## src/rtl/fir_tdm_pkg.sv

```systemverilog
// Shared state encoding, standard-build widths and result rounding for the TDM FIR scheduler.
// Build option FIR_TDM_SAT_EN: clamp results to the DW range instead of two's-complement wrap.
package fir_tdm_pkg;

    typedef enum logic [1:0] {
        IDLE = 2'd0,
        MAC  = 2'd1,
        OUT  = 2'd2
    } state_t;

    localparam int NCH_DEF  = 4;
    localparam int TAPS_DEF = 8;
    localparam int DW_DEF   = 16;
    localparam int CW_DEF   = 16;

    localparam int ACCW = DW_DEF + CW_DEF + $clog2(TAPS_DEF);
    localparam int PTRW = $clog2(TAPS_DEF);
    localparam int CHW  = $clog2(NCH_DEF);

    // Round half up from Q(CW-1) back to integer; caller keeps the low dw bits.
    function automatic logic signed [63:0] round_narrow(input logic signed [63:0] acc,
                                                        input int dw, input int cw);
        logic signed [63:0] r;
        r = (acc + (64'sd1 <<< (cw - 2))) >>> (cw - 1);
`ifdef FIR_TDM_SAT_EN
        if (r > ((64'sd1 <<< (dw - 1)) - 64'sd1))
            r = (64'sd1 <<< (dw - 1)) - 64'sd1;
        else if (r < -(64'sd1 <<< (dw - 1)))
            r = -(64'sd1 <<< (dw - 1));
`else
        if (dw < 1)
            r = '0;
`endif
        return r;
    endfunction

endpackage

```

## src/rtl/fir_tdm_sched_rr_arb.sv

```systemverilog
// NCH-way round-robin arbiter; search starts one past the last granted channel.
module fir_tdm_rr_arb #(
    parameter int NCH = 4,
    parameter int CHW = $clog2(NCH)
) (
    input  logic           clk,
    input  logic           rst_n,
    input  logic           en,
    input  logic [NCH-1:0] req,
    output logic [NCH-1:0] grant,
    output logic [CHW-1:0] grant_ch
);

    logic [CHW-1:0] ptr;
    logic [CHW:0]   idx;

    // Walk farthest-to-nearest so the channel closest to ptr wins.
    always_comb begin
        grant    = '0;
        grant_ch = '0;
        idx      = '0;
        for (int i = NCH - 1; i >= 0; i--) begin
            idx = {1'b0, ptr} + (CHW + 1)'(i);
            if (idx >= (CHW + 1)'(NCH))
                idx = idx - (CHW + 1)'(NCH);
            if (en && req[idx[CHW-1:0]]) begin
                grant                = '0;
                grant[idx[CHW-1:0]]  = 1'b1;
                grant_ch             = idx[CHW-1:0];
            end
        end
    end

    always_ff @(posedge clk or negedge rst_n) begin
        if (!rst_n)
            ptr <= '0;
        else if (|grant)
            ptr <= (grant_ch == CHW'(NCH - 1)) ? '0 : grant_ch + 1'b1;
    end

endmodule

```

## src/rtl/fir_tdm_sched.sv

```systemverilog
// Round-robin TDM scheduler sequencing one shared signed FIR MAC over NCH channel delay lines.
// Build option FIR_TDM_SAT_EN: saturate results to the DW range instead of wrapping.
//
// state | meaning
// IDLE  | accept a coefficient write, else grant one channel sample
// MAC   | TAPS multiply-accumulate cycles for the granted channel
// OUT   | hold the tagged result until downstream accepts it
module fir_tdm_sched
    import fir_tdm_pkg::*;
#(
    parameter int NCH  = 4,
    parameter int TAPS = 8,
    parameter int DW   = 16,
    parameter int CW   = 16
) (
    input  logic                     system1000,
    input  logic                     system1000_rstn,
    input  logic [NCH-1:0]           in_valid,
    input  logic [NCH*DW-1:0]        in_data,
    output logic [NCH-1:0]           in_ready,
    input  logic                     coef_we,
    input  logic [$clog2(TAPS)-1:0]  coef_addr,
    input  logic [CW-1:0]            coef_data,
    output logic                     coef_ready,
    output logic                     out_valid,
    input  logic                     out_ready,
    output logic [$clog2(NCH)-1:0]   out_ch,
    output logic [DW-1:0]            out_data
);

    // Package widths describe the standard build; other parameter sets derive their own.
    localparam bit STD   = (NCH == NCH_DEF) && (TAPS == TAPS_DEF) && (DW == DW_DEF) && (CW == CW_DEF);
    localparam int CH_W  = STD ? CHW  : $clog2(NCH);
    localparam int PTR_W = STD ? PTRW : $clog2(TAPS);
    localparam int ACC_W = STD ? ACCW : DW + CW + $clog2(TAPS);

    state_t                   state;
    logic signed [DW-1:0]     hist [NCH][TAPS];
    logic signed [CW-1:0]     coef [TAPS];
    logic [PTR_W-1:0]         wp   [NCH];
    logic [CH_W-1:0]          cur_ch;
    logic [PTR_W-1:0]         mac_cnt;
    logic signed [ACC_W-1:0]  acc;

    logic                     arb_en;
    logic [NCH-1:0]           grant;
    logic [CH_W-1:0]          grant_ch;
    logic [DW-1:0]            sample;
    logic [PTR_W-1:0]         tap_k;
    logic [PTR_W-1:0]         rd_idx;
    logic signed [DW+CW-1:0]  prod;
    logic signed [ACC_W-1:0]  acc_next;
    logic signed [63:0]       acc_ext;

    assign arb_en     = (state == IDLE) && !coef_we && system1000_rstn;
    assign in_ready   = grant;
    assign coef_ready = (state == IDLE);
    assign out_valid  = (state == OUT);

    fir_tdm_rr_arb #(.NCH(NCH), .CHW(CH_W)) u_arb (
        .clk      (system1000),
        .rst_n    (system1000_rstn),
        .en       (arb_en),
        .req      (in_valid),
        .grant    (grant),
        .grant_ch (grant_ch)
    );

    assign sample = in_data[int'(grant_ch) * DW +: DW];

    // mac_cnt counts down TAPS-1..0, so its complement is the tap index k.
    assign tap_k    = ~mac_cnt;
    assign rd_idx   = wp[cur_ch] - PTR_W'(1) - tap_k;
    assign prod     = hist[cur_ch][rd_idx] * coef[tap_k];
    assign acc_next = acc + ACC_W'(prod);
    assign acc_ext  = 64'(acc_next);

    always_ff @(posedge system1000 or negedge system1000_rstn) begin
        if (!system1000_rstn) begin
            state    <= IDLE;
            cur_ch   <= '0;
            mac_cnt  <= '0;
            acc      <= '0;
            out_ch   <= '0;
            out_data <= '0;
            for (int c = 0; c < NCH; c++) begin
                wp[c] <= '0;
                for (int t = 0; t < TAPS; t++)
                    hist[c][t] <= '0;
            end
            for (int t = 0; t < TAPS; t++)
                coef[t] <= '0;
        end else begin
            case (state)
                IDLE: begin
                    if (coef_we) begin
                        coef[coef_addr] <= coef_data;
                    end else if (|grant) begin
                        hist[grant_ch][wp[grant_ch]] <= sample;
                        wp[grant_ch] <= wp[grant_ch] + 1'b1;
                        cur_ch       <= grant_ch;
                        acc          <= '0;
                        mac_cnt      <= PTR_W'(TAPS - 1);
                        state        <= MAC;
                    end
                end
                MAC: begin
                    acc     <= acc_next;
                    mac_cnt <= mac_cnt - 1'b1;
                    if (mac_cnt == '0) begin
                        out_data <= DW'(round_narrow(acc_ext, DW, CW));
                        out_ch   <= cur_ch;
                        state    <= OUT;
                    end
                end
                OUT: begin
                    if (out_ready)
                        state <= IDLE;
                end
                default: state <= IDLE;
            endcase
        end
    end

endmodule

```

## config.mk

```make
export PLATFORM = sky130hd
export DESIGN_NAME = fir_tdm_sched
export DESIGN_NICKNAME = d
export VERILOG_FILES = /design/src/rtl/fir_tdm_pkg.sv /design/src/rtl/fir_tdm_sched_rr_arb.sv /design/src/rtl/fir_tdm_sched.sv
export SDC_FILE = /design/constraint.sdc
export NUM_CORES = 2
export LEC_CHECK = 0
export CAP_MARGIN = 20
export CORE_MARGIN = 1
export CORE_UTILIZATION = 45
export CTS_CLUSTER_SIZE = 24
export DETAILED_ROUTE_END_ITERATION = 12
export GPL_TIMING_DRIVEN = 0
export PLACE_DENSITY = 0.71
export SYNTH_ARGS = -nofsm -noshare
export SYNTH_HDL_FRONTEND = slang
export SYNTH_SLANG_ARGS = --single-unit
```

## constraint.sdc

```tcl
create_clock -name system1000 -period 10.6 [get_ports system1000]
set_clock_uncertainty 0.1 [all_clocks]
set_input_delay 2.65 -clock system1000 [delete_from_list [all_inputs] [get_ports system1000]]
set_output_delay 2.65 -clock system1000 [all_outputs]
set_load 0.02 [all_outputs]
```

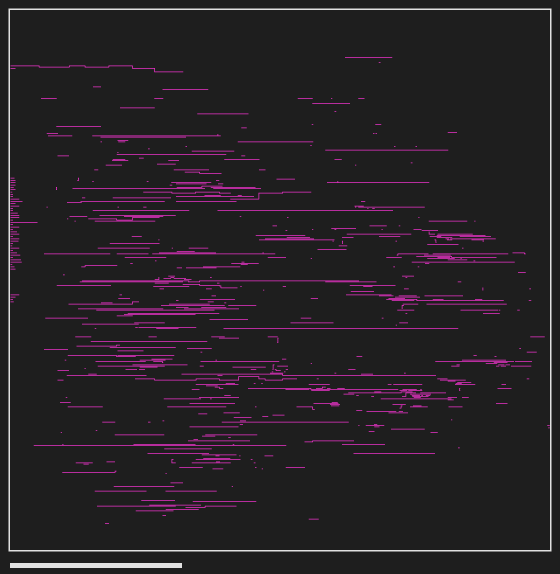
Figure 1: M3 wires.
Scale bar: 100 um.
wire length on this layer: 7170 um
longest straight run: 147 um
share of all routed wire: 6.1%
met3 Track Usage GR: 4.94%
Vias: 28114
Routed WL: 117 mm

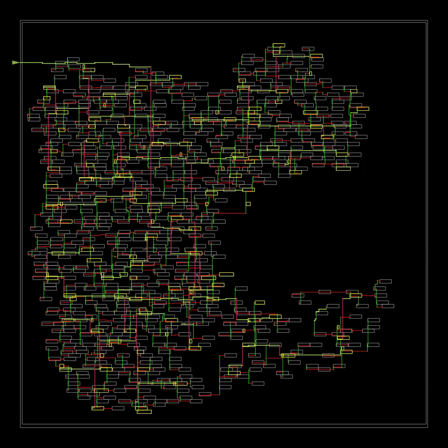
Figure 2: clock routing.
Late-Pin Clk Latency: 0.64 ns
registers: 710
CTS Buf Count: 78

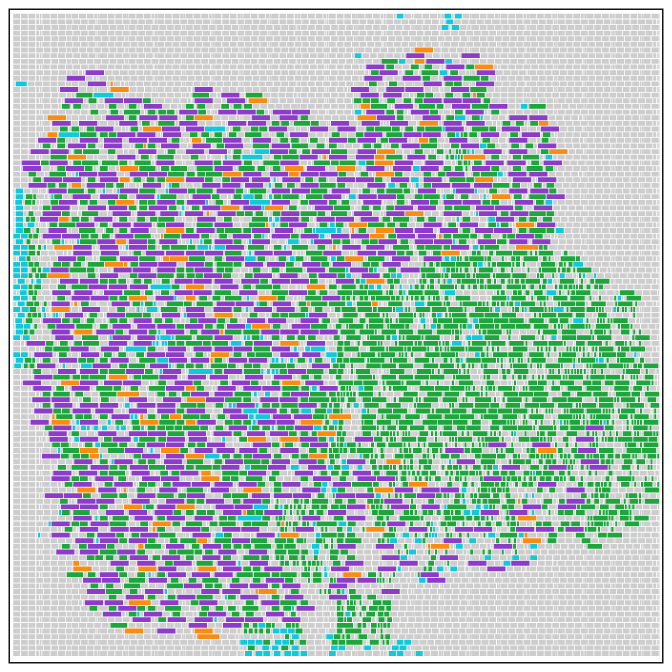
Figure 3: cells coloured by class.
Fill, decap, tap and diode cells in grey.
| class | colour | cells |
|---|---|---|
| combinational and other logic | green | 2429 |
| clock drivers and dummy loads | orange | 139 |
| flops | purple | 710 |
| other buffers and delay cells | cyan | 388 |
Core Area: 96700 um2
post-route cell area: 50900 um2

==> run summary <==
Die width = 314 um
Max-cap check violation count = 0
Worst path top cell family by delay = adder cells
Clk sinks = 710
Vias in the first global route = 29691
Avg Cell Area, Syn = 13.2 um2
Tool warning count = 49
Row cnt = 114
Synth cell count leaders = dfrtp_1 (710), mux2_2 (660), inv_1 (336)
Cells in synth_stat.txt = 3340
Hold Path Origin = out_data[14]
CP dominant cell by count = fa_1
DRT Pass-1 Iters = 6
Reg2reg path depth = 36
Post-synth net total = 3829
Final Hold Viols = 0
Post-CTS Resized = 129
Post-synth EDFFs = 0
Buf/Inv on CP = 13
Critical Path AT = 10.72 ns
Ys flops = 710
IO Pins = 115
Number of clock buffers in the layout = 111
Iter 0 DRT Violations = 1918
CP max FO = 10
Hold_ws = 0.381 ns
Routed Antenna Nets = 0
Multi-input gate area = 24500 um2
Seq area share = 34.9%
Mapped Area = 43900 um2
Cell area leaders = dfrtp_1 (40%), mux2_2 (17%), fa_1 (13%)
GP Congestion = 0.860
FP Core Util = 45.4%
Status = finished, final reports clean
Critical path class = reg -> reg
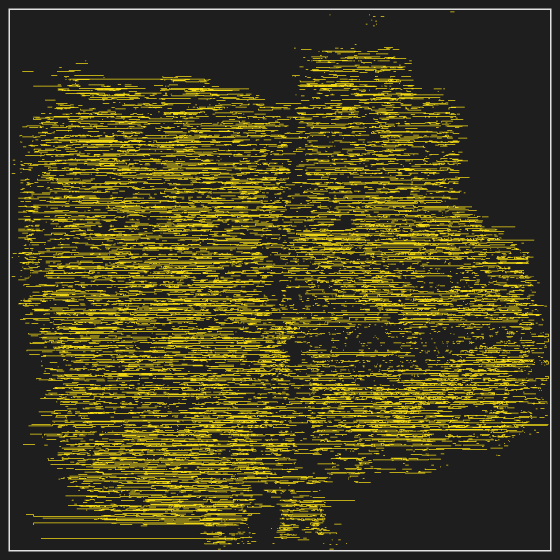
Figure 4: signal wires on met1.
wire length on this layer: 46.8 mm
nets with wire on the layer: 3822
share of all routed wire: 40%
main direction: horizontal
M1 GR Usage: 31.1%

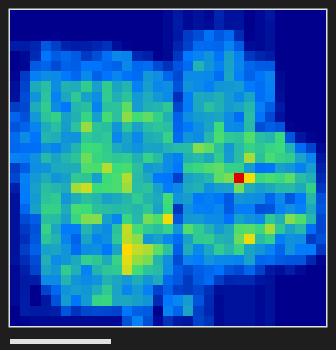
Figure 5: routed metal per tile.
Scale bar: 100 um. The die is cut into 31 by 31 equal tiles; dark blue is low, red is high, scaled to the fullest tile. Values are wire area over tile area, all layers added.
emptiest ninth of the die: upper right
fullest tile: 0.78
mean over tiles: 0.19
gr usage total: 24.3%
Routed wire per std cell: 23.7 um

## flip-flops by register name, indices dropped and copies added (netlist names)
signal	flops
acc	31
coef	128
cur_ch	2
hist	512
mac_cnt	3
out_ch	2
out_data	16
state	2
u_arb.ptr	2
wp	12
## cell usage in the layout (no fill, tap or decap), types with 21 or more instances in the layout
master	Yosys	final
a21oi_1	47	44
dfrtp_1	710	708
mux4_2	191	191
buf_2	27	30
nor2_1	178	178
clkbuf_16	0	79
inv_1	336	336
a22o_1	21	21
clkbuf_8	0	25
fa_1	286	284
clkbuf_1	134	118
o21ai_0	48	47
clkdlybuf4s50_1	0	113
nand2_1	88	88
buf_4	13	69
mux2i_1	64	48
nor2b_1	33	33
xnor2_1	34	28
mux2_2	660	660
ha_1	112	107
or2_2	96	96
## metal layers
layer / track usage [%] / share of wire, %
met5: 0 / 0.015
met4: 9.85 / 4.1
met3: 4.94 / 6.1
met2: 40.4 / 50
met1: 31.1 / 40
## cell families (layout without fill, tap and decap cells)
group,count (synthesis),in the layout,share of synthesized area (%)
buf+inv,540,866,4.84
xor+xnor,56,56,1.12
other cells,0,1,0
mux,916,916,28.2
compound gates,214,214,3.34
flops,710,710,40.5
fa+ha+maj,398,398,16.2
simple gates,506,506,5.83
## per-stage QoR
| stage | worst slack (ns) | setup TNS (ns) | cells | cell area [um2] | utilization [%] |
|---|---|---|---|---|---|
| detailed placement | -2.91 | -69.50 | 4752 | 47000 | 48.6 |
| global route | -0.0561 | -0.0561 | 4942 | 50900 | 52.6 |
| global placement | -27.37 | - | 4730 | 46700 | 48.3 |
| CTS | 0.00831 | 0 | 4917 | 50500 | 52.3 |
| finish | 0.317 | 0 | 4943 | 50900 | 52.6 |
| floorplan | 0.0334 | 0 | 3340 | 43900 | - |
